<file path="config.mk">
export PLATFORM = sky130hd
export DESIGN_NAME = macro_feed_fifo
export DESIGN_NICKNAME = d
export VERILOG_FILES = /design/src/rtl/macro_feed_fifo.sv
export SDC_FILE = /design/constraint.sdc
export NUM_CORES = 1
export LEC_CHECK = 0
export CAP_MARGIN = 20
export CELL_PAD_IN_SITES_DETAIL_PLACEMENT = 0
export CELL_PAD_IN_SITES_GLOBAL_PLACEMENT = 1
export CORE_MARGIN = 3
export CORE_UTILIZATION = 33
export CTS_BUF_LIST = sky130_fd_sc_hd__clkbuf_4 sky130_fd_sc_hd__clkbuf_8
export DETAILED_ROUTE_END_ITERATION = 8
export GPL_ROUTABILITY_DRIVEN = 0
export PLACE_DENSITY = 0.63
export SYNTH_ARGS = -nofsm -noshare
export SYNTH_HDL_FRONTEND = slang
export SYNTH_SLANG_ARGS = --single-unit
</file>
<file path="constraint.sdc">
create_clock -name clk -period 2.7 [get_ports clk]
set_clock_uncertainty 0.1 [all_clocks]
set_input_delay 0.54 -clock clk [delete_from_list [all_inputs] [get_ports clk]]
set_output_delay 0.54 -clock clk [all_outputs]
set_load 0.01 [all_outputs]
</file>
<file path="src/rtl/macro_feed_fifo.sv">
// macro_feed_fifo: circular-buffer input FIFO that feeds the macro's aap/banaan
// interface. The head word is held in an output register, and status flags are
// registered from the next occupancy.
// Optional feature: define MACRO_FEED_LEVEL_EN to add the registered `level` port.
module macro_feed_fifo #(
    parameter int WIDTH     = 3,
    parameter int DEPTH     = 8,
    parameter int AFULL_THR = 6
) (
    input  logic                     clk,
    input  logic                     rst_n,
    input  logic                     clr,
    input  logic                     in_valid,
    output logic                     in_ready,
    input  logic [WIDTH-1:0]         in_data,
    output logic                     aap,
    output logic [WIDTH-1:0]         banaan,
    input  logic                     out_ready,
    output logic                     full,
    output logic                     empty,
`ifdef MACRO_FEED_LEVEL_EN
    output logic                     afull,
    output logic [$clog2(DEPTH):0]   level
`else
    output logic                     afull
`endif
);
    localparam int PW = $clog2(DEPTH);
    localparam int CW = PW + 1;
    localparam logic [PW-1:0] PTR_ONE   = PW'(1);
    localparam logic [CW-1:0] CNT_ONE   = CW'(1);
    localparam logic [CW-1:0] CNT_FULL  = CW'(DEPTH);
    localparam logic [CW-1:0] CNT_AFULL = CW'(AFULL_THR);

    logic [WIDTH-1:0] mem_q [DEPTH];
    logic [PW-1:0]    wp_q, wp_d, rp_q, rp_d;
    logic [CW-1:0]    cnt_q, cnt_d;
    logic             aap_q, aap_d;
    logic [WIDTH-1:0] banaan_q, banaan_d, head_word;
    logic             full_q, full_d, empty_q, empty_d, afull_q, afull_d;
`ifdef MACRO_FEED_LEVEL_EN
    logic [CW-1:0]    level_q, level_d;
`endif
    logic             push, pop;

    // A word in the output register always counts as occupied, so aap_q implies cnt_q > 0.
    assign push = in_valid && !full_q;
    assign pop  = aap_q && out_ready;

    // Pointer and occupancy update; clr wins over any push/pop in the same cycle.
    always_comb begin
        wp_d  = wp_q;
        rp_d  = rp_q;
        cnt_d = cnt_q;
        if (push) wp_d = wp_q + PTR_ONE;
        if (pop)  rp_d = rp_q + PTR_ONE;
        if (push && !pop)
            cnt_d = cnt_q + CNT_ONE;
        else if (pop && !push)
            cnt_d = cnt_q - CNT_ONE;
        if (clr) begin
            wp_d  = '0;
            rp_d  = '0;
            cnt_d = '0;
        end
    end

    // Next head word: bypass the incoming word when it lands in the slot that becomes the head.
    always_comb begin
        head_word = (push && (wp_q == rp_d)) ? in_data : mem_q[rp_d];
        aap_d     = (cnt_d != '0);
        banaan_d  = aap_d ? head_word : banaan_q;
        full_d    = (cnt_d == CNT_FULL);
        empty_d   = (cnt_d == '0);
        afull_d   = (cnt_d >= CNT_AFULL);
`ifdef MACRO_FEED_LEVEL_EN
        level_d   = cnt_d;
`endif
    end

    // Storage array; contents are don't-care after reset, so it carries no reset.
    always_ff @(posedge clk) begin
        if (push) mem_q[wp_q] <= in_data;
    end

    // Control, head and status registers.
    always_ff @(posedge clk or negedge rst_n) begin
        if (!rst_n) begin
            wp_q     <= '0;
            rp_q     <= '0;
            cnt_q    <= '0;
            aap_q    <= 1'b0;
            banaan_q <= '0;
            full_q   <= 1'b0;
            empty_q  <= 1'b1;
            afull_q  <= 1'b0;
`ifdef MACRO_FEED_LEVEL_EN
            level_q  <= '0;
`endif
        end else begin
            wp_q     <= wp_d;
            rp_q     <= rp_d;
            cnt_q    <= cnt_d;
            aap_q    <= aap_d;
            banaan_q <= banaan_d;
            full_q   <= full_d;
            empty_q  <= empty_d;
            afull_q  <= afull_d;
`ifdef MACRO_FEED_LEVEL_EN
            level_q  <= level_d;
`endif
        end
    end

    assign in_ready = !full_q;
    assign aap      = aap_q;
    assign banaan   = banaan_q;
    assign full     = full_q;
    assign empty    = empty_q;
    assign afull    = afull_q;
`ifdef MACRO_FEED_LEVEL_EN
    assign level    = level_q;
`endif

endmodule

</file>
==> images/flops_by_reg.png <==
Other sequential cells in the stronger grey, the rest of the logic in the fainter grey.
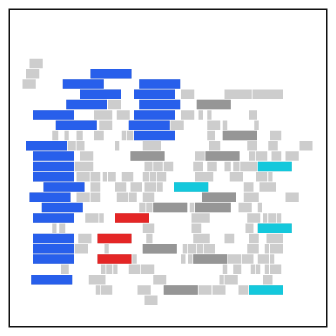
cnt_q: in cyan, flops 4. wp_q: in red, flops 3. mem_q: in blue, flops 24.
Another 10 sequential cells are not coloured.
Sequential Power: 789 uW
register area: 1150 um2
Util after Layout: 40.7%

==> images/wires.png <==
Bar = 20 um.
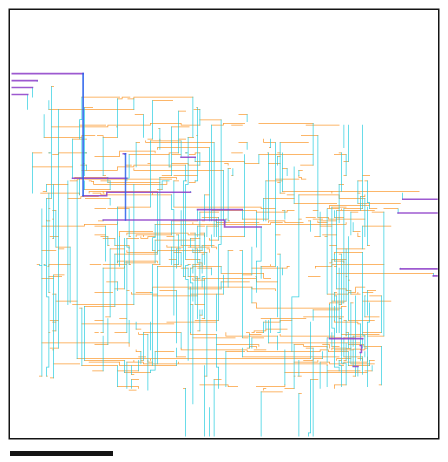
metal 1: in orange, wire length 1740 um. metal 2: in cyan, wire length 1980 um. metal 4: in blue, wire length 36.7 um. metal 3: in purple, wire length 133 um.
drt total wl: 3.90 mm
wire length per cell: 15.5 um

==> images/clocks.png <==
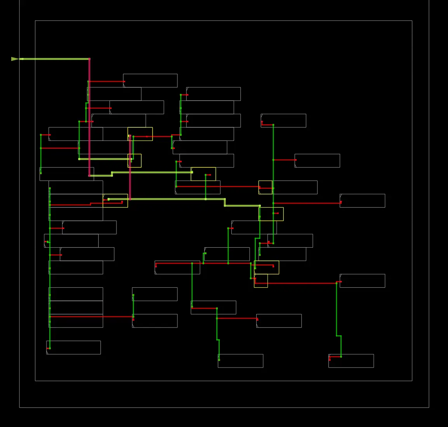
Latency at later pin: 0.29 ns
clock buffers created by TritonCTS: 5
Flops: 41
Clk. pwr: 399 uW

==> job_summary.md <==
## Synthesis and layout report

| Metric | Value |
|---|---|
| Crit path DRT | `~2.8 ns` |
| Inst Count DP | `243` |
| RR Startpoint | `cnt_q[0]` |
| Crit path capture | `banaan[2]` |
| Static leakage | `about 0.00093 uW` |
| Comb power frac | `24.3%` |
| Non-filler cells, final | `about 250` |
| Hold buffer count at CTS | `0` |
| Largest net degree at the start of global routing | `18` |
| All-Layer GR Usage | `between 10% and 20%` |
| I/O pin count | `16` |
| CP Cell Sequence | `clkdlybuf4s50_1, nor2b_1, mux2i_1, xor2_1, a31oi_2, inv_1, o2bb2ai_1` |
| Htree depth | `2` |
| Vias per cell | `4.98` |
| Startpoint Class | `primary input` |
| Comb gate area | `between 700 and 800 um2` |
| Global-route wire length before repair | `between 6 and 7 mm` |
| IO buf count | `15` |
| Cell-internal power | `1110 uW` |
| Flops & latches, synth | `41` |
| Ant. Diodes | `0` |
| Fin crit share | `between 80% and 90%` |
| GRT overflow | `0` |
| Initial antenna violation count | `0` |
| Via count | `1251` |
| CTS tree | `built` |
| Critical Path End Type | `flop` |
| Final Worst Setup Slack | `~0.33 ns` |
| FILL cells | `540` |
| Switching share of power | `around 29%` |
| Distinct cells, synth | `roughly 42` |
| Clk network pwr share | `25.4%` |
| Cell family with most CP delay | `buffers and inverters` |
| Pre-Place Util | `between 30% and 40%` |
| Initial DRC Count | `35` |
| Die Ht | `about 83 um` |
| Tool warnings | `27` |
| Pwr Density | `684 nW/um2` |
| Synthesized area | `1980 um2` |
| Flop pwr share | `about half` |
| Hold Vio Cnt, Final | `0` |
| Reg2reg path depth | `8` |
| Max-Cap Viols | `0` |
| Crit path from | `in_valid` |
| Core region area | `5640 um2` |
| Hold crit path type | `flop to flop` |
| Final max-slew violation count | `0` |
| Yosys cell count | `approximately 160` |
| R2R Path End | `banaan[2]` |
| Clk slew on worst S/H paths | `roughly 0.08 ns` |
| Critical Path Stages | `7` |
| DP HPWL | `around 2.9 mm` |
| R2R Setup Slk | `0.64 ns` |
| Crit Path Class | `primary input to flop` |
| Final TNS setup | `0 ns` |
| Post-CTS Setup Bufs | `0` |
| Worst path max stage delay | `0.49 ns` |
| Share of cells above drive strength 1 | `11.2%` |
| Vias in the first global route | `between 1000 and 1500` |
| Crit path DAT | `2.48 ns` |
| Chip area | `6970 um2` |
| Setup WS pre-CTS | `roughly 0.07 ns` |
| Mapped Cells | `between 150 and 200` |
| Rows | `27` |
| Total power | `about 1600 uW` |
| Die X | `83.5 um` |
| Post-layout instance area | `about 2300 um2` |
| Fmax | `around 420 MHz` |
| Root buffer cell | `clkbuf_8` |
| Area Overhead vs Synth | `15.9%` |
| Critical path fanouts, max | `5` |
| Slew headroom | `between 40 and 50%` |
| Slowest-stage cell, CP | `clkdlybuf4s50_1` |
| Period minus WS final | `~2.4 ns` |
| Residual DRC | `0` |
| Mapped Nets | `about 170` |
| Crit path buffers/inverters | `2` |
| NumNets Final | `about 190` |
| Syn_area_per_cell | `between 10 and 15 um2` |
| Outcome | `complete, no violations` |
| Cell Area, Placed | `2200 um2` |
| Yosys stat chip area | `about 2000 um2` |
| Post-synthesis sequential area ratio | `about 58%` |
| P_sw | `455 uW` |
| Post-CTS sizing | `0` |
| Drt pass-1 iters | `4` |
sequential cells by signal, summed over array words and instances (netlist names):
signal	cells
rp_q	3
empty	1
afull	1
wp_q	3
aap	1
mem_q	24
full	1
banaan	3
cnt_q	4
metrics by stage:
stage	hold WS, ns	utilization, %
2_1_floorplan	0.144	-
3_3_place_gp	0.394	39.1
3_5_place_dp	0.405	39.1
4_1_cts	0.428	40.7
5_1_grt	0.433	40.7
6_report	0.417	40.7
cell families (layout without fill, tap and decap cells):
group                      Yosys count  in the layout  share of synthesized area, %
and+or+nand+nor                     45             45                          11.6
DFF                                 41             41                          57.9
AOI/OAI and AO/OA                   29             29                          10.6
muxes                               15             15                          8.21
buffers and inverters               15             35                          4.67
xor gates and xnor gates            10             10                          4.42
adders and majority gates            4              4                          2.53
layer usage:
layer	wire length, um	track usage, %	vias up
li1	-	-	612
met1	1740	13.8	611
met2	1980	21.0	24
met3	132	3.06	4
met4	36	3.51	0
met5	0	0	-
layout make-up:
type,count,area share [%]
clock buffers,6,3.32
clock inverters,2,0.654
inverters,7,1.14
multi-input cells,103,32.3
flip-flops and latches,41,50.0
well taps,72,3.92
repair buffers,20,8.72
power by group through the flow:
stage	sequential (uW)	combinational, uW	clock [uW]
floorplan	793	249	0
finish	789	381	399
CTS	790	387	417
detailed placement	802	386	0
global placement	802	379	0
global route	797	415	453
how the worst min path moves through the flow:
stage	from	endpoint	cells past startpoint
after floorplan	rst_n	aap	0
after global placement	banaan[1]	banaan[1]	1
after detailed placement	banaan[1]	banaan[1]	1
after CTS	banaan[1]	banaan[1]	1
after global routing	banaan[0]	banaan[0]	1
final	banaan[1]	banaan[1]	1
layout by cell type, fill, tap and decap left out, drive strengths merged, types with 2 or more instances in the layout:
master and n:
nor2 12, a21boi 2, a22oi 6, xor2 5, nor2b 4, a21oi 6
edfxtp 24, a211oi 2, nand2 11, dfrtp 16, inv 7, nor3 4
o21ai 3, buf 5, clkbuf 6, clkdlybuf4s50 15, nand3 2, mux2i 15
and2 2, clkinvlp 2, o2bb2ai 3, ha 4, a21bo 2, xnor2 5
a31oi 2, nand2b 2
synthesized netlist by cell type:
cell type	count	area, um2
nand4_1	1	6.26
a22oi_1	6	45.0
or2_2	1	6.26
nand4b_1	1	8.76
o32ai_1	1	8.76
clkbuf_1	3	11.3
a21bo_2	2	20.0
buf_6	2	22.5
nor2b_1	4	25.0
nor3b_1	1	7.51
and4_1	1	8.76
buf_2	1	5.00
mux2i_4	1	22.5
nor3_1	4	20.0
dfstp_2	1	26.3
nand2b_1	2	12.5
and2_1	1	6.26
nand2_1	11	41.3
mux2i_1	14	140
a21boi_0	2	15.0
buf_4	1	7.51
a211oi_1	2	15.0
a21oi_1	6	30.0
buf_12	1	20.0
a31oi_1	1	6.26
and3_1	1	6.26
o21ai_0	3	15.0
inv_1	7	26.3
nor4_1	1	6.26
nor2_1	12	45.0
and2_4	1	8.76
nand3_1	2	10.0
edfxtp_1	24	721
a31oi_2	1	12.5
ha_1	4	50.1
nand4bb_1	1	11.3
a311oi_1	1	8.76
xor2_1	5	43.8
o2bb2ai_1	3	26.3
xnor2_1	5	43.8
dfrtp_1	16	400
o211ai_1	1	7.51
Power and IR drop assume default switching activity.
